==> config.mk <==
export PLATFORM = sky130hd
export DESIGN_NAME = uart_hex_reporter
export DESIGN_NICKNAME = d
export VERILOG_FILES = /design/src/rtl/uart_hex_reporter.sv
export SDC_FILE = /design/constraint.sdc
export NUM_CORES = 1
export LEC_CHECK = 0
export ABC_AREA = 1
export CAP_MARGIN = 20
export CORE_UTILIZATION = 50
export CTS_CLUSTER_DIAMETER = 200
export DETAILED_ROUTE_END_ITERATION = 6
export PLACE_DENSITY = 0.84
export SKIP_CTS_REPAIR_TIMING = 1
export SLEW_MARGIN = 20
export SYNTH_ARGS = -nofsm -noshare
export SYNTH_HDL_FRONTEND = slang
export SYNTH_SLANG_ARGS = --single-unit
==> constraint.sdc <==
create_clock -name sys_clk -period 2.8 [get_ports sys_clk]
set_input_delay 0.56 -clock sys_clk [delete_from_list [all_inputs] [get_ports sys_clk]]
set_output_delay 0.56 -clock sys_clk [all_outputs]
set_load 0.1 [all_outputs]
M3 wires:
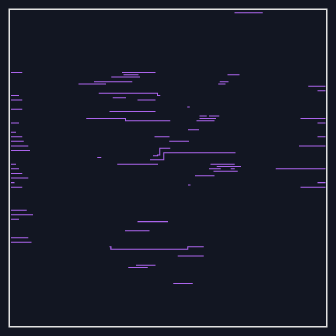
The wires run mostly horizontal. The longest straight run is 22.8 um.
via count: 3423
routed wire length: 8.91 mm

Routed metal per tile:
19 x 19 tiles, from black (low) to pale yellow (high), scaled to the fullest tile. Values are wire area over tile area, all layers added.
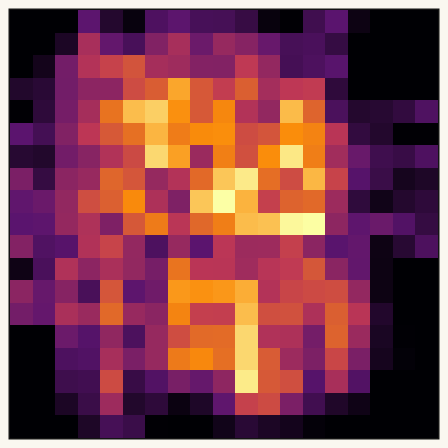
The mean over all tiles is 0.16. 17% of the tiles are nearly empty. The fullest tile reaches 0.47. The densest ninth of the die: center.
Wirelength per Cell: 13.6 um
GRT Resource Usage Total: 22.0%

Sequential cells grouped by signal name:
Other sequential cells in the stronger gray, the rest of the logic in the fainter gray.
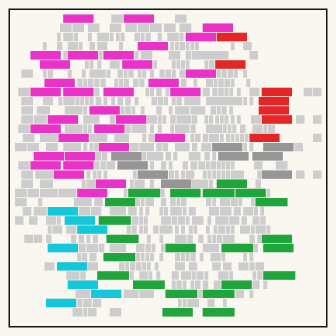
Magenta marks `snap_q`, flops 32. Cyan marks `drop_cnt`, flops 8, where lower left. Red marks `tx_data`, flops 7. Green marks `timer_q`, flops 22.
Another 9 sequential cells are not colored.
P_seq: 0.00176 W
Util after Layout: 60.9%
flop share of the area: 39.5%
sequential cell area: 1970 um2

Placement view:
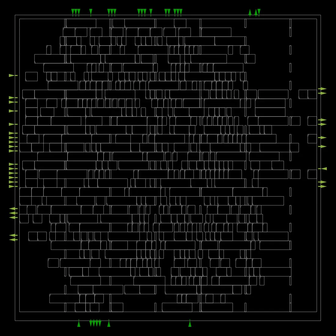
final cell count without fillers: 653
tap cells: 105
num rows: 33
flop count: 78

I/O nets highlighted:
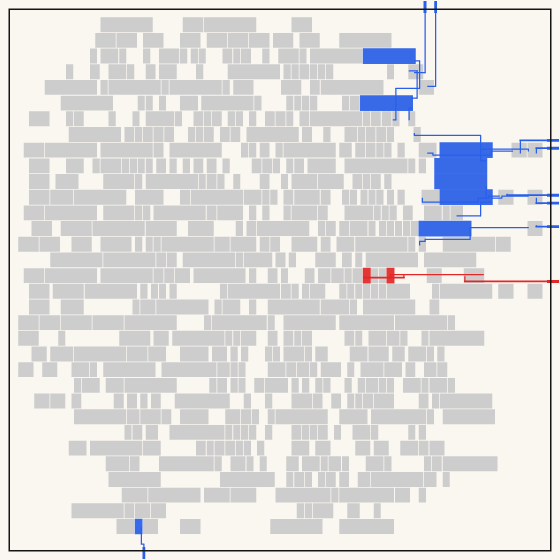
Red marks `tx_busy`, bits 1, direction input, end cells 2, buffers 1, wire 39.4 um. Blue marks `tx_data`, bits 8, direction output, end cells 8, buffers 7, wire 174 um.
PortBufs: 54
Ports: 56

==> flow_summary.yaml <==
# implementation run metrics
timing:
  max_slew_margin_pct: 58.0
  hold_viol: 0
  period_used_pct: 79.3
  setup_tns_ns: 0
  timing.fmax_ghz: 0.450
clocking:
  clk_latency_ns: 0.35
  cts_tree: "built"
  cts_max_path_buffers: 2
  cts_buffers: 9
critical_path:
  reg2reg_slack_ns: 0.58
  worstSetupEndpointType: "flip-flop"
  worstPathRequired_ns: 3.04
  setup.worst_path.start_class: "flip-flop"
  crit_fanout: 8
synthesis:
  top_cells_by_area: "dfrtp_1 39%, dfstp_2 8.1%, nand2_1 7.1%, nor2_1 5.4%, inv_1 5.2%"
  ys_warn_count: 0
  yosysCellCount: 486
  numSynthFlops: 78
  syn_area_um2: 4200
  synth.distinct_cells: 39
  top_cell: "nand2_1"
  synth_nets: 533
  yosysTopAreaCell: "dfrtp_1"
global_route:
  grt_pass1_vias: 3359
  grt_pass1_wl_mm: 15.1
  grt_max_degree: 54
power_and_ir_drop:
  power_density_nw_per_um2: 1110
finish:
  clkbuf_count: 10
  sh_comb_area_pct: 37.8
  area_share_nonclk_buffers_pct: 10.5
  largest_reg_flops: 32
  inv_count: 70
  drive_gt1_share_pct: 18.6
  clk_share_pct: 4.30
die:
  fp_util_pct: 51.4
  die_w_um: 93.7
  die_area_um2: 8770
run:
  warnings: 31
run_status:
  status: "completed"
drt:
  drt_first_pass_iters: 5
  drcViolationCount: 0
## metrics by stage
stage	instances	power (W)	setup slack, ns	hold WS [ns]	instance area [um2]
2_1_floorplan	486	0.00399	0.543	0.264	4200
3_3_place_gp	637	0.00450	0.375	0.476	4760
3_5_place_dp	637	0.00461	0.313	0.479	4760
4_1_cts	653	0.00556	0.566	0.200	4980
5_1_grt	653	0.00590	0.392	0.220	4980
6_report	653	0.00554	0.580	0.196	4980
## cell families (layout without fill, tap and decap cells)
family                   Yosys count  count (layout)  share of synthesized area [%]
buffers and inverters             82             144                           8.40
XOR/XNOR                          22              22                           4.59
multiplexers                      14              14                           4.56
AND/OR/NAND/NOR                  204             204                           22.0
other                              1               1                         0.0893
flip-flops                        78              78                           46.8
AND-OR/OR-AND                     75              75                           10.6
adder cells (fa/ha/maj)           10              10                           2.98
## where the power goes
part / total, W / internal (W) / leakage [nW] / switching (W)
sequential: 0.00176 / 0.00152 / 0.914 / 0.000240
clock: 0.000916 / 0.000501 / 0.106 / 0.000415
combinational: 0.00286 / 0.000858 / 1.42 / 0.00200
total: 0.00554 / 0.00288 / 2.44 / 0.00266
## worst max-delay path: stages (launching register included)
cell	delay [ns]
dfrtp_1	0.35
inv_1	0.15
ha_1	0.26
xnor2_1	0.34
nand3_1	0.26
ha_1	0.36
nor2_1	0.05
o21ai_0	0.18
nand2_1	0.08
nand2_1	0.06
nand2_1	0.04
## layer usage
metal / vias to the layer above / GRT usage [%] / share of wire [%]
met4: 0 / 7.18 / 0.90
met2: 107 / 36.5 / 49
met1: 1620 / 29.1 / 45
met3: 11 / 4.13 / 4.6
li1: 1685 / - / -
met5: - / 0 / 0
No activity file was given, so power comes from the tool's default toggle rates.
